### Signal wires on met3

The bar under the picture is 200 um long.
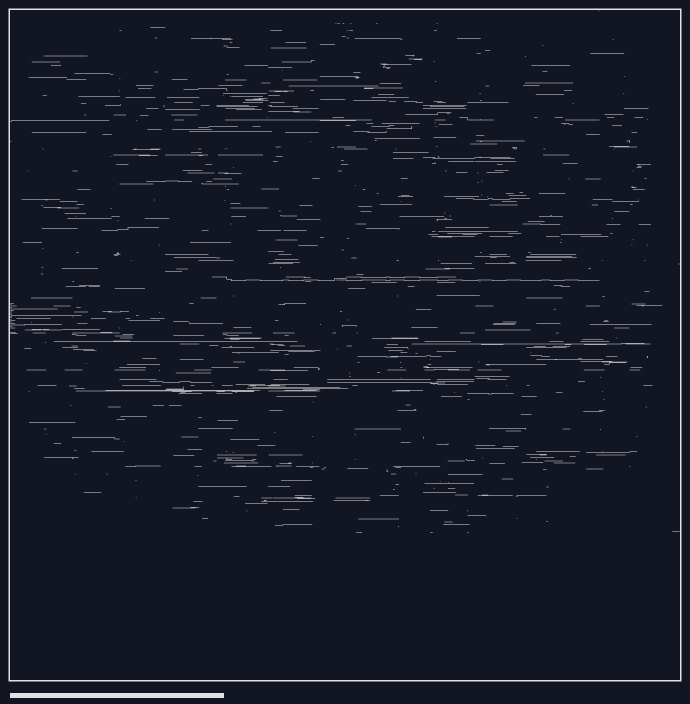
### Cell outlines without signal wires

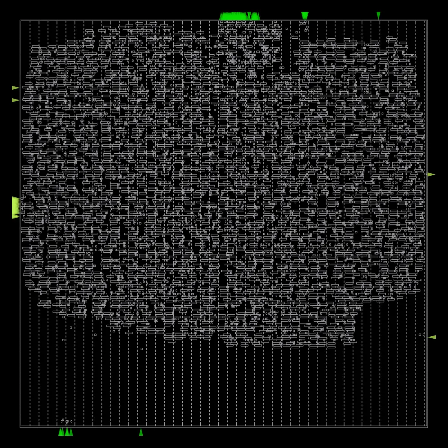
### I/O nets highlighted

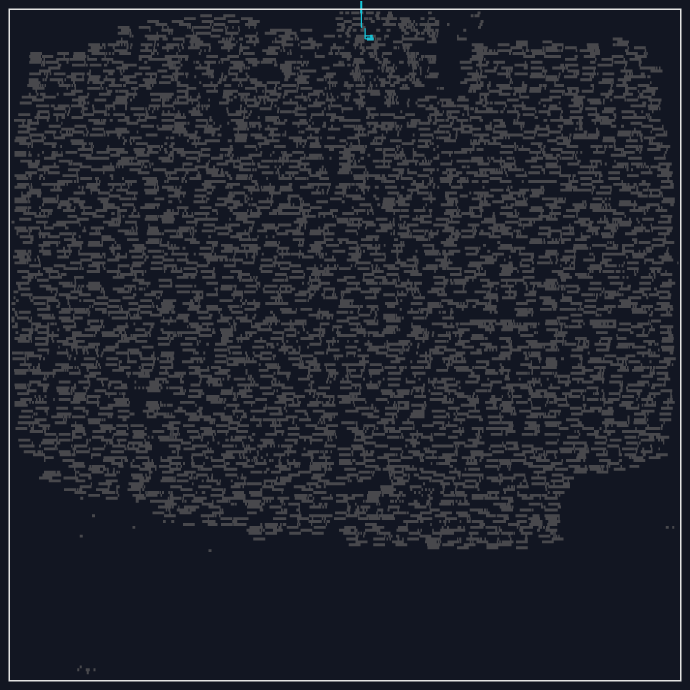
<file path="src/rtl/axis_pkg.sv">
// axis_pkg: shared types for the byte-lane AXI-Stream blocks.
//   AXIS_WORD_W / AXIS_BUS_W : default lane width and bus width
//   beat_t                   : one stream beat (data, keep, last) at the default widths
//   wr_state_t               : write-side FSM states of the packet FIFO
//   ptr_w()                  : width of a FIFO pointer that wraps modulo 2*depth
package axis_pkg;

    localparam int AXIS_WORD_W         = 8;
    localparam int AXIS_BUS_W          = 32;
    localparam int AXIS_WORDS_PER_BEAT = AXIS_BUS_W / AXIS_WORD_W;

    typedef struct packed {
        logic [AXIS_WORDS_PER_BEAT-1:0][AXIS_WORD_W-1:0] data;
        logic [AXIS_WORDS_PER_BEAT-1:0]                  keep;
        logic                                            last;
    } beat_t;

    // ACCEPT stores beats; DROP swallows the rest of a packet that overflowed.
    typedef enum logic {
        WR_ACCEPT = 1'b0,
        WR_DROP   = 1'b1
    } wr_state_t;

    // One extra bit beyond the address so full and empty are distinguishable.
    function automatic int ptr_w(input int depth);
        return $clog2(depth) + 1;
    endfunction

endpackage

</file>
<file path="src/rtl/axis_fifo_ram.sv">
// axis_fifo_ram: simple dual-port RAM of stream beats with a registered read port.
//   clk, rst          : clock; async active-high reset clears only the read register
//   wr_en/wr_addr/wr_data : write port
//   rd_en/rd_addr     : read request; rd_data updates on the edge and holds otherwise
//   rd_data           : registered read data, 0 after reset
module axis_fifo_ram
    import axis_pkg::*;
#(
    parameter type T     = beat_t,
    parameter int  DEPTH = 64,
    localparam int AW    = $clog2(DEPTH)
) (
    input  logic          clk,
    input  logic          rst,
    input  logic          wr_en,
    input  logic [AW-1:0] wr_addr,
    input  T              wr_data,
    input  logic          rd_en,
    input  logic [AW-1:0] rd_addr,
    output T              rd_data
);

    T mem [DEPTH];

    always_ff @(posedge clk) begin
        if (wr_en) begin
            mem[wr_addr] <= wr_data;
        end
    end

    // The read register doubles as the master-side output register, so it
    // must hold while no read is requested and read 0 out of reset.
    always_ff @(posedge clk or posedge rst) begin
        if (rst) begin
            rd_data <= '0;
        end else if (rd_en) begin
            rd_data <= mem[rd_addr];
        end
    end

endmodule

</file>
<file path="src/rtl/axis_packet_fifo.sv">
// axis_packet_fifo: store-and-forward AXI-Stream packet FIFO.
// A packet becomes visible on the master side only once its last beat is stored.
//   clk, rst                  : clock, async active-high reset
//   s_valid/s_ready           : slave handshake; s_data, s_keep, s_last beat fields
//   m_valid/m_ready           : master handshake; m_data, m_keep, m_last beat fields
//   pkt_count                 : complete packets stored (including the one being presented)
//   drop                      : one-cycle pulse when an overflowing packet is discarded
// Optional feature macro: AXIS_PKT_FIFO_DROP_EN (drop packets that overflow
// mid-packet instead of back-pressuring; without it drop is tied 0).
//
// Handshake: a beat transfers on a rising edge where valid && ready. Valid never
// depends on ready; once m_valid is high the master beat is held until taken.
module axis_packet_fifo
    import axis_pkg::*;
#(
    parameter int  WORD_W         = AXIS_WORD_W,
    parameter int  BUS_W          = AXIS_BUS_W,
    parameter int  DEPTH          = 64,
    localparam int WORDS_PER_BEAT = BUS_W / WORD_W,
    localparam int CNT_W          = $clog2(DEPTH + 1)
) (
    input  logic                                 clk,
    input  logic                                 rst,
    input  logic                                 s_valid,
    output logic                                 s_ready,
    input  logic [WORDS_PER_BEAT-1:0][WORD_W-1:0] s_data,
    input  logic [WORDS_PER_BEAT-1:0]            s_keep,
    input  logic                                 s_last,
    output logic                                 m_valid,
    input  logic                                 m_ready,
    output logic [WORDS_PER_BEAT-1:0][WORD_W-1:0] m_data,
    output logic [WORDS_PER_BEAT-1:0]            m_keep,
    output logic                                 m_last,
    output logic [CNT_W-1:0]                     pkt_count,
    output logic                                 drop
);

    localparam int AW = $clog2(DEPTH);
    localparam int PW = ptr_w(DEPTH);

    typedef struct packed {
        logic [WORDS_PER_BEAT-1:0][WORD_W-1:0] data;
        logic [WORDS_PER_BEAT-1:0]             keep;
        logic                                  last;
    } fifo_beat_t;

    // wr_ptr: next slot to write (speculative, may hold a partial packet)
    // cm_ptr: end of the committed region (one past the last stored s_last)
    // rd_ptr: oldest unconsumed beat; the beat in the output register still
    //         occupies its slot until the master side takes it
    logic [PW-1:0] wr_ptr;
    logic [PW-1:0] cm_ptr;
    logic [PW-1:0] rd_ptr;
    logic [PW-1:0] fetch_ptr;

    logic          ready_en;
    logic          full;
    logic          s_fire;
    logic          m_fire;
    logic          wr_en;
    logic          commit;
    logic          rollback;
    logic          load;
    fifo_beat_t    wr_beat;
    fifo_beat_t    rd_beat;

    // Holds s_ready low until the first edge after reset releases.
    always_ff @(posedge clk or posedge rst) begin
        if (rst) begin
            ready_en <= 1'b0;
        end else begin
            ready_en <= 1'b1;
        end
    end

    assign full   = (wr_ptr - rd_ptr) == PW'(DEPTH);
    assign s_fire = s_valid && s_ready;
    assign m_fire = m_valid && m_ready;
    assign commit = wr_en && s_last;

`ifdef AXIS_PKT_FIFO_DROP_EN
    wr_state_t wr_state;
    wr_state_t wr_state_next;
    logic      mid_pkt;
    logic      discard;

    assign mid_pkt  = wr_ptr != cm_ptr;
    // A packet that runs into full after its first beat keeps s_ready high
    // and is swallowed; a packet that has not started yet simply waits.
    assign s_ready  = ready_en && (!full || mid_pkt);
    assign discard  = s_fire && ((wr_state == WR_DROP) || full);
    assign wr_en    = s_fire && !discard;
    assign rollback = discard && s_last;

    always_ff @(posedge clk or posedge rst) begin
        if (rst) begin
            wr_state <= WR_ACCEPT;
        end else begin
            wr_state <= wr_state_next;
        end
    end

    always_comb begin
        wr_state_next = wr_state;
        case (wr_state)
            WR_ACCEPT: if (discard && !s_last) wr_state_next = WR_DROP;
            WR_DROP:   if (rollback)           wr_state_next = WR_ACCEPT;
            default:                           wr_state_next = WR_ACCEPT;
        endcase
    end

    always_ff @(posedge clk or posedge rst) begin
        if (rst) begin
            drop <= 1'b0;
        end else begin
            drop <= rollback;
        end
    end
`else
    assign s_ready  = ready_en && !full;
    assign wr_en    = s_fire;
    assign rollback = 1'b0;
    assign drop     = 1'b0;
`endif

    // Write side: speculative pointer and commit pointer.
    always_ff @(posedge clk or posedge rst) begin
        if (rst) begin
            wr_ptr <= '0;
            cm_ptr <= '0;
        end else begin
            if (rollback) begin
                wr_ptr <= cm_ptr;
            end else if (wr_en) begin
                wr_ptr <= wr_ptr + PW'(1);
            end
            if (commit) begin
                cm_ptr <= wr_ptr + PW'(1);
            end
        end
    end

    // Read lookahead: the next beat to fetch sits just past whatever the output
    // register holds. Fetch whenever the register is empty or being emptied and
    // committed data remains, giving one beat per cycle under m_ready.
    assign fetch_ptr = rd_ptr + PW'(m_valid);
    assign load      = (!m_valid || m_ready) && (fetch_ptr != cm_ptr);

    always_ff @(posedge clk or posedge rst) begin
        if (rst) begin
            rd_ptr  <= '0;
            m_valid <= 1'b0;
        end else begin
            if (m_fire) begin
                rd_ptr <= rd_ptr + PW'(1);
            end
            m_valid <= load || (m_valid && !m_ready);
        end
    end

    always_ff @(posedge clk or posedge rst) begin
        if (rst) begin
            pkt_count <= '0;
        end else begin
            case ({commit, m_fire && m_last})
                2'b10:   pkt_count <= pkt_count + CNT_W'(1);
                2'b01:   pkt_count <= pkt_count - CNT_W'(1);
                default: pkt_count <= pkt_count;
            endcase
        end
    end

    assign wr_beat.data = s_data;
    assign wr_beat.keep = s_keep;
    assign wr_beat.last = s_last;

    axis_fifo_ram #(
        .T     (fifo_beat_t),
        .DEPTH (DEPTH)
    ) u_ram (
        .clk     (clk),
        .rst     (rst),
        .wr_en   (wr_en),
        .wr_addr (wr_ptr[AW-1:0]),
        .wr_data (wr_beat),
        .rd_en   (load),
        .rd_addr (fetch_ptr[AW-1:0]),
        .rd_data (rd_beat)
    );

    assign m_data = rd_beat.data;
    assign m_keep = rd_beat.keep;
    assign m_last = rd_beat.last;

endmodule
</file>
<file path="config.mk">
export PLATFORM = sky130hd
export DESIGN_NAME = axis_packet_fifo
export DESIGN_NICKNAME = d
export VERILOG_FILES = /design/src/rtl/axis_pkg.sv /design/src/rtl/axis_fifo_ram.sv /design/src/rtl/axis_packet_fifo.sv
export SDC_FILE = /design/constraint.sdc
export NUM_CORES = 2
export LEC_CHECK = 0
export ABC_AREA = 1
export CAP_MARGIN = 20
export CORE_MARGIN = 1
export CORE_UTILIZATION = 25
export CTS_CLUSTER_DIAMETER = 200
export DETAILED_ROUTE_END_ITERATION = 8
export PLACE_DENSITY_LB_ADDON = 0.12
export SYNTH_ARGS = -nofsm -noshare
export SYNTH_HDL_FRONTEND = slang
export SYNTH_SLANG_ARGS = --single-unit
</file>
<file path="constraint.sdc">
create_clock -name clk -period 8.2 [get_ports clk]
set_input_delay 2.05 -clock clk [delete_from_list [all_inputs] [get_ports clk]]
set_output_delay 2.05 -clock clk [all_outputs]
set_load 0.05 [all_outputs]
</file>
==> flow_summary.toml <==
# synthesis and place-and-route metrics
[worst_setup_path]
cp.required_ps = 6150
cp-end-kind = "primary output"
cp_cell_sequence = "inv_1 -> ha_1 -> inv_1 -> o21ai_0 -> nand2_1 -> nand3_1 -> nor2_1 -> a21boi_0 -> clkdlybuf4s50_1"
slowest_delay_ps = 850
cp_num_buf_inv = 3
crit_cells = 9
cp_max_fo = 7
crit-reg2reg-launch = "rd_ptr[3]"
reg2reg_slack_ps = 3670
ff2ff_path_depth = 13
crit_end = "s_ready"
crit_path_start_kind = "flop"
arrival_ps = 3380
critPathKind = "flop to primary output"
path_common_cell = "inv_1"
critPathLaunch = "rd_ptr[3]"
r2r_end = "u_ram.mem[15][19]"
crit_family = "buffers and inverters"
cp_slowest_cell = "clkdlybuf4s50_1"

[pwr]
p_per_area_nw_per_um2 = 400
ir_drop_mv = 0.413
p_leak_uw = 0.0384
finalPower_uw = 45200

[sta]
fin_worst_skew_ps = 44.6
tightest_slew_ps = 1120
slew_headroom = 0.257
finalHoldViolCount = 0
setup_viol = 0
fin_crit_ps = 5430
fmax_mhz = 184
rsz0062_at_grt = "no"
final.period_utilization = 0.663
timing.hold.ws_ps = 513
drv_slew = 0
setup_ws_ps = 2770
tns_ps = 0

[global_route]
grt-busiest-layer = "met2"
grt_usage = 0.171
first_global_vias = 62500
grt_max_degree = 154
overflow = 0
gr-usage-met1 = 0.240
grt_first_pass_wirelength_um = 486000
globalRouteMet2Util = 0.279
met3_usage = 0.0188
grt_antenna_before_repair = 26

[floorplan]
pin_count = 88
initCoreUtil = 0.251
dieArea_sq_um = 393000
dieHeight_um = 627
core_region_area_sq_um = 389000
dieWidth_um = 627

[placement]
numPlacedInstances = 13000
portBuffers = 86
hpwl_um = 189000
pre_cts_ws_ps = 2700
gp_congestion = 0.791
post_dp_cell_area_sq_um = 105000

[cts]
insertion_delay_ps = 850
cts_buffer_depth = 4
tritoncts = "built"
hold_buffers = 0
clock-sinks = 2435
cts_made_buffers = 282
post_cts_buffers = 0
cts_resized = 0
root_buffer = "clkbuf_16"
htree_num_levels = 5
clk_pin_slew_worst_paths_ps = 60

[routing]
drcViolationCount = 0
routed.top_layer = "met5"
avgRoutedWirePerCell_um = 25.3
wl_met3_um = 13700
drt_iter0_markers = 5142
wirelength_um = 342000
wl_met2_um = 161000
vias_per_cell = 4.66
first_pass_iters = 5
vias = 62900
wl_met1_um = 157000
detail-route-antenna-nets = 1

[synthesis]
ys_seq_elements = 2435
ys_area_sq_um = 97600
syn-num-nets = 8127
synth_cell_types = 28
synth_seq_share = 0.746
syn_area_per_cell_sq_um = 12.1
yosys_cells = 8069
syn_inst = 8069
yosysWarningCount = 0
syn_area_sq_um = 97600

[cells_and_area]
layout_top_cell = "nand2_1"
layout_top_cells = "nand2_1 (2523), edfxtp_1 (2368), nand3_1 (2357)"
nNetsFinal = 8137
synthToLayoutAreaGrowth_pct = 15.7
fin_area_sq_um = 113000
layout-drive-gt1-share = 0.0778

[hold_path]
hold_class = "flop to flop"
whs_endpoint = "cm_ptr[1]"
hold_start = "cm_ptr[1]"
holdPathStages = 2

[outcome]
violations = "antenna rules"
status = "complete, but fails checks"

[flow_run]
drv_cap = 0
warnings = 133
Back to the opening pictures, 'Signal wires on met3':
main direction = horizontal
nets with wire on the layer = 356

Back to the opening pictures, 'Cell outlines without signal wires':
Final Util: 0.291
Non-Filler Instances: 13500
# rows: 229
fill count: 39800

Back to the opening pictures, 'I/O nets highlighted':
cyan -> s_valid  # bits 1, direction input, edge north, end cells 2, buffers 1, wire 33.8 um

[state kept, by name, indices dropped and copies added, names as in the netlist]
| register | count |
|---|---|
| u_ram.mem | 2368 |
| u_ram.rd_data | 37 |
| cm_ptr | 7 |
| pkt_count | 7 |
| rd_ptr | 7 |
| wr_ptr | 7 |
| m_valid | 1 |
| ready_en | 1 |
[cells in the mapped netlist (all sizes together)]
cell    count  share of area
a21boi      1       0.000077
a31oi       1       0.000064
nor3       66         0.0034
or2         3        0.00019
xor2       11        0.00099
inv        48         0.0018
a21oi      10        0.00051
buf       296          0.015
dfrtp      67          0.017
nor2       22        0.00090
nand3b      2        0.00015
conb        2       0.000077
clkbuf    239         0.0092
nand4       2        0.00013
xnor2       7        0.00063
nand3    2359           0.12
fa          1        0.00021
o21ai      20         0.0010
ha         16         0.0021
nand2    2528          0.097
edfxtp   2368           0.73
[logic make-up after synthesis]
family / after synthesis / share of synthesized area
DFF: 2435 / 0.746
other: 2 / 0.0000769
adders and majority gates: 17 / 0.00226
AOI/OAI and AO/OA: 32 / 0.00168
xor gates and xnor gates: 18 / 0.00161
buffers and inverters: 583 / 0.0258
and+or+nand+nor: 4982 / 0.223
[area by class of cell]
cell class              count  area [sq um]  share of cell area
flip-flops and latches   2435         72800               0.644
multi-input cells        5051         22700               0.201
clock buffers             377          7710              0.0682
well taps                5197          6500              0.0576
repair buffers            261          2400              0.0212
clock inverters           106           602             0.00533
inverters                  48           206             0.00183
diodes                     10          25.0            0.000222
[where the power goes]
| group | switching [uW] | internal, uW | leakage, uW |
|---|---|---|---|
| Sequential | 379 | 14000 | 0.0221 |
| Combinational | 14400 | 4630 | 0.0123 |
| Clock | 5090 | 6700 | 0.00406 |
| Total | 19900 | 25300 | 0.0384 |
Power figures rest on the tool's default switching activity, not on a simulated workload.
